### Placement view

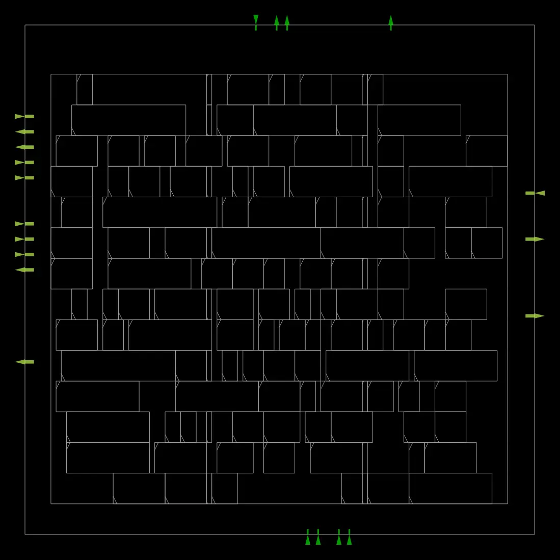
### Cells by drive strength

(6 px per um)
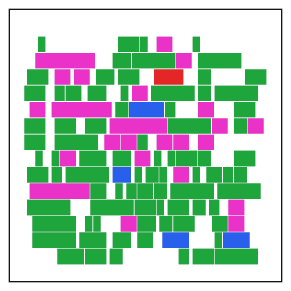
### Signal metal coverage by tile

(8 px per um) 9 x 9 tiles, from dark purple (low) to yellow (high), scaled to the fullest tile. Values are wire area over tile area, all layers added.
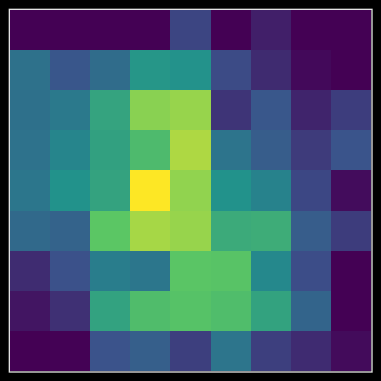
**config.mk**
```make
export PLATFORM = sky130hd
export DESIGN_NAME = rr_lease_ctrl
export DESIGN_NICKNAME = d
export VERILOG_FILES = /design/src/rtl/rr_arb_pkg.sv /design/src/rtl/rr_lease_timer.sv /design/src/rtl/rr_lease_ctrl.sv
export SDC_FILE = /design/constraint.sdc
export NUM_CORES = 1
export LEC_CHECK = 0
export CORE_MARGIN = 2
export CORE_UTILIZATION = 46
export DETAILED_ROUTE_END_ITERATION = 8
export PLACE_DENSITY_LB_ADDON = 0.12
export RECOVER_POWER = 25
export SLEW_MARGIN = 20
export SYNTH_ARGS = -nofsm -noshare
export SYNTH_HDL_FRONTEND = slang
export SYNTH_SLANG_ARGS = --single-unit
```
**constraint.sdc**
```tcl
create_clock -name clock -period 1.75 [get_ports clock]
set_input_delay 0.2625 -clock clock [delete_from_list [all_inputs] [get_ports clock]]
set_output_delay 0.2625 -clock clock [all_outputs]
set_load 0.05 [all_outputs]
```
**src/rtl/rr_arb_pkg.sv**
```systemverilog
// Shared types and helpers for the round-robin arbiter and its lease controller.
// Grant vectors are zero-extended to MAX_USERS bits before being passed to the helpers.
package rr_arb_pkg;

    localparam int NUM_USERS_DEF = 3;
    localparam int MAX_USERS     = 32;

    typedef enum logic [1:0] {
        IDLE    = 2'd0,
        LEASE   = 2'd1,
        RELEASE = 2'd2
    } lease_state_t;

    // True when exactly one bit is set.
    function automatic logic is_onehot(input logic [MAX_USERS-1:0] vec);
        return (vec != '0) && ((vec & (vec - MAX_USERS'(1))) == '0);
    endfunction

    // Binary index of the set bit; only meaningful for a one-hot input.
    function automatic logic [4:0] onehot_to_idx(input logic [MAX_USERS-1:0] vec);
        logic [4:0] idx;
        idx = '0;
        for (int i = 0; i < MAX_USERS; i++) begin
            if (vec[i]) idx = i[4:0];
        end
        return idx;
    endfunction

endpackage

```
**src/rtl/rr_lease_timer.sv**
```systemverilog
// Loadable lease down-counter: load sets the length, run decrements, expire flags the last cycle.
// Saturates at zero so a stalled lease can never wrap back to a long count.
module rr_lease_timer #(
    parameter int LEASE_W = 4
) (
    input  logic               clock,
    input  logic               reset,
    input  logic               load,
    input  logic [LEASE_W-1:0] load_val,
    input  logic               run,
    output logic               expire
);

    logic [LEASE_W-1:0] count;

    // NOTE: state registers use non-blocking assignment so every flop samples pre-edge values.
    always_ff @(posedge clock) begin
        if (reset) begin
            count <= '0;
        end else if (load) begin
            count <= load_val;
        end else if (run && count != '0) begin
            count <= count - LEASE_W'(1);
        end
    end

    assign expire = (count == LEASE_W'(1));

endmodule

```
**src/rtl/rr_lease_ctrl.sv**
```systemverilog
// Converts a one-cycle arbiter grant into a bounded resource lease with an early-release path.
// Optional per-user acquire counters are enabled by defining RR_LEASE_STATS_EN.
module rr_lease_ctrl
    import rr_arb_pkg::*;
#(
    parameter int NUM_USERS = NUM_USERS_DEF,
    parameter int LEASE_W   = 4,
    parameter int OWNER_W   = $clog2(NUM_USERS)
) (
    input  logic                 clock,
    input  logic                 reset,
    input  logic [NUM_USERS-1:0] user_requests,
    input  logic [NUM_USERS-1:0] granted,
    input  logic [LEASE_W-1:0]   lease_len,
    output logic                 arb_hold,
    output logic                 res_valid,
    output logic [NUM_USERS-1:0] res_sel,
    output logic [OWNER_W-1:0]   res_owner,
    output logic                 lease_done,
    output logic                 grant_err
`ifdef RR_LEASE_STATS_EN
    ,
    output logic [NUM_USERS*8-1:0] lease_count
`endif
);

    lease_state_t           state;
    logic [MAX_USERS-1:0]   grant_ext;
    logic                   grant_onehot;
    logic                   acquire;
    logic                   multi_hot;
    logic                   owner_req;
    logic                   expire;
    logic [OWNER_W-1:0]     grant_idx;
    logic [LEASE_W-1:0]     load_val;

    assign grant_ext    = MAX_USERS'(granted);
    assign grant_onehot = is_onehot(grant_ext);
    assign grant_idx    = OWNER_W'(onehot_to_idx(grant_ext));
    assign acquire      = (state == IDLE) && grant_onehot && ((granted & user_requests) != '0);
    assign multi_hot    = (granted != '0) && !grant_onehot;
    // res_sel holds the owner's one-hot select for the whole LEASE state.
    assign owner_req    = (user_requests & res_sel) != '0;
    assign load_val     = (lease_len == '0) ? LEASE_W'(1) : lease_len;

    rr_lease_timer #(
        .LEASE_W (LEASE_W)
    ) u_timer (
        .clock    (clock),
        .reset    (reset),
        .load     (acquire),
        .load_val (load_val),
        .run      (state == LEASE),
        .expire   (expire)
    );

    always_ff @(posedge clock) begin
        if (reset) begin
            state      <= IDLE;
            arb_hold   <= 1'b0;
            res_valid  <= 1'b0;
            res_sel    <= '0;
            res_owner  <= '0;
            lease_done <= 1'b0;
            grant_err  <= 1'b0;
        end else begin
            lease_done <= 1'b0;
            grant_err  <= 1'b0;
            case (state)
                IDLE: begin
                    if (acquire) begin
                        state     <= LEASE;
                        arb_hold  <= 1'b1;
                        res_valid <= 1'b1;
                        res_sel   <= granted;
                        res_owner <= grant_idx;
                    end else if (multi_hot) begin
                        grant_err <= 1'b1;
                    end
                end
                LEASE: begin
                    if (expire || !owner_req) begin
                        state      <= RELEASE;
                        res_valid  <= 1'b0;
                        res_sel    <= '0;
                        res_owner  <= '0;
                        lease_done <= 1'b1;
                    end
                end
                RELEASE: begin
                    state    <= IDLE;
                    arb_hold <= 1'b0;
                end
                default: begin
                    state     <= IDLE;
                    arb_hold  <= 1'b0;
                    res_valid <= 1'b0;
                    res_sel   <= '0;
                    res_owner <= '0;
                end
            endcase
        end
    end

`ifdef RR_LEASE_STATS_EN
    logic [7:0] acq_cnt [NUM_USERS];

    for (genvar u = 0; u < NUM_USERS; u++) begin : g_stats
        always_ff @(posedge clock) begin
            if (reset) begin
                acq_cnt[u] <= '0;
            end else if (acquire && granted[u] && acq_cnt[u] != 8'hFF) begin
                acq_cnt[u] <= acq_cnt[u] + 8'd1;
            end
        end
        assign lease_count[u*8 +: 8] = acq_cnt[u];
    end
`endif

endmodule

```
==> impl_metrics.toml <==
# synthesis and place-and-route metrics
[status]
status = "finished clean"

[drt]
routedWlPerCell_um = 14.1
dr.pass1.iters = 4
met3_length_um = 88
num_vias = 709
drc = 0
dr_wl_met2_um = 820
wl_met1_um = 845
drt_iter0_drc = 18
via_per_inst = 5.58
wl_um = 1800
final_antenna_net_count = 0
highest_layer = "met4"

[setup_path]
cp_max_fo = 2
slowest_delay_ps = 800
start_kind = "flop"
critical_path.top_delay_family = "buffers and inverters"
timing.rr.end = "u_timer.count[3]"
path_depth = 1
path_buffers = 1
r2r_start = "u_timer.count[0]"
cp-endpoint = "arb_hold"
cp-startpoint = "arb_hold"
cp_cell_sequence = "clkdlybuf4s50_1"
critPathArrivalTime_ps = 1420
worstSetupEndpointType = "primary output"
r2r_slack_ps = 330
crit_slowest_cell = "clkdlybuf4s50_1"
required_ps = 1490
reg2regPathDepth = 4
critPathKind = "reg -> out"

[pwr]
vdd_ir_drop_max_mv = 0.590
combPwrFrac_pct = 30.0
p_leak_nw = 0.423
power.switching_mw = 0.263
p_seq_share_pct = 42.0
pwr-share-clk_pct = 28.0
intPower_mw = 0.590
switching_share_pct = 30.8
finalPower_mw = 0.853
powerDensity_nw_per_um2 = 770

[yosys]
aoi_share_pct = 24.7
netlist.area_leader.share_pct = 36.0
yosys_warnings = 0
syn_avg_cell_area_um2 = 10.5
fp_nets = 89
synth_area_leader_cell = "dfxtp_1"
area_leaders = "dfxtp_1 (36%), nand4bb_4 (11%), ha_1 (4.8%)"
ys_cells = 74
ys_types = 36
synth-seq-area-share_pct = 36.0
ys_sh_adder_pct = 4.82
ys_ff = 14
mux_share_pct = 1.28
synth_area_um2 = 779
xor_area_share_pct = 1.12
syn_inst = 74
logic_family = "simple AND/OR/NAND/NOR gates"
ys_area_um2 = 779
ys_sh_simple_pct = 28.7

[global_routing]
antenna_found_initial = 0
grt_busiest_layer = "met2"
grt-ovfl-total = 0
grt_pass1_wl_um = 3170
met1_usage_pct = 29.1
grt_max_degree = 9
grt_usage_pct = 22.3
grt_util_met2_pct = 34.9
grt_pass1_vias = 683
grt_use_met3_pct = 4.80

[cts]
clkLatencyLatePin_ps = 290
cts_root_buf = "clkbuf_4"
numCtsBuffers = 3
clock_sink_count = 14
clk_pin_slew_ps = 90
cts_setup_buffers = 0
tritoncts = "yes"
postCtsHoldBufs = 0
cts_repair_resize_count = 0
cts.path.max_buffers = 2
cts-htree-levels = 1

[die]
die_x_um = 45.2
die-area_um2 = 2040
fp_util_pct = 50.6
rows = 14
fp.dieH_um = 45.2
core_um2 = 1540
num_io_pins = 21

[placement]
port_buffers = 20
dp_hpwl_um = 1480
gp_congestion = 0.767
post_dp_cell_area_um2 = 1090

[final_timing]
hold_viol = 0
rsz0062_at_grt = "false"
worstMarginPinSlew_ps = 593
finalMaxSlewViolations = 0
setup_tns_ps = 0
finalCriticalPeriod_ps = 1680
maxSlewHeadroom_pct = 60.7
whs_ps = 472
period_used_pct = 96.2
max_freq_mhz = 594
finClkSkew_ps = 2.67
setup_violations = 0

[final_layout]
logic_area_um2 = 473
seqCellArea_um2 = 280
lay_top_count = "buf_4"
diodes = 0
drive_gt1_share_pct = 26.1
area_growth_pct = 42.1
nets = 127
final_cell_mix = "buf_4 (17), dfxtp_1 (14), clkdlybuf4s50_1 (14)"
final_cell_area_um2 = 1110

[job]
cap_violations = 0
warnings = 28

[min_path]
min-delay-start = "arb_hold"
hp-class = "reg -> reg"
whs_endpoint = "arb_hold"
whs_path_depth = 2
Notes on 'Placement view' above:
Seq area share: 25.3%
# fillers: 131
num tapcells: 16

Notes on 'Cells by drive strength' above:
- blue: x2 (cells 4)
- magenta: x3 and x4 (cells 24)
- red: x6 and larger (cells 1)
- green: x1 and smaller (cells 82)

Notes on 'Signal metal coverage by tile' above:
- emptiest ninth of the die: north-east
- nearly empty tiles: 15%
- densest ninth of the die: centre

==> sequential cells by signal, summed over array words and instances, names as in the netlist <==
register       cells
lease_done         1
state              2
res_sel            3
res_valid          1
u_timer.count      4
res_owner          1
grant_err          1
arb_hold           1
==> worst min-delay path: cells and delay by family, from the launching register on <==
kind             cells  cell delay (ps)
AND/OR/NAND/NOR      1               60
AND-OR/OR-AND        1               60
flip-flops           1              320
==> cell type report <==
class                      count  share of cell area (%)
multi-input combinational     54                    42.7
timing repair buffer          35                    25.5
sequential                    14                    25.3
clock buffer                   4                    3.28
tap                           16                    1.81
inverter                       4                    1.36
==> through the flow <==
stage,setup WS (ps),util (%),std cells
CTS,55.0,72.8,127
detailed placement,-163,70.5,123
floorplan,274,-,74
finish,66.0,71.8,127
global route,19.0,71.8,127
global placement,-121,70.5,123
==> power by group through the flow <==
stage	Sequential (mW)	Combinational, mW	Clock [mW]
after floorplan	0.403	0.111	0
after global placement	0.364	0.254	0
after detailed placement	0.365	0.260	0
after CTS	0.358	0.262	0.242
after global routing	0.361	0.280	0.263
final	0.358	0.256	0.238
==> cell usage after synthesis <==
cell	number
nor3b_2	1
or2_1	1
nor2_1	3
nand2_1	5
inv_1	4
a31oi_1	2
a211oi_2	1
a222oi_1	1
nand3_1	1
a21o_1	1
nand4bb_4	3
o32ai_2	1
and3_1	1
a21oi_1	2
ha_1	3
a2111oi_1	1
a31o_1	1
clkbuf_1	1
buf_4	1
a32o_1	1
nor3_1	3
nand2b_1	3
or2b_1	1
o2bb2ai_1	3
nand3b_1	1
mux2i_1	1
dfxtp_1	14
o21ai_0	2
or4_1	1
a211oi_1	2
a22o_1	1
nor2b_1	3
a311oi_4	1
xnor2_1	1
a21oi_2	1
or3_1	1
Power is estimated from default activity; no workload was simulated.
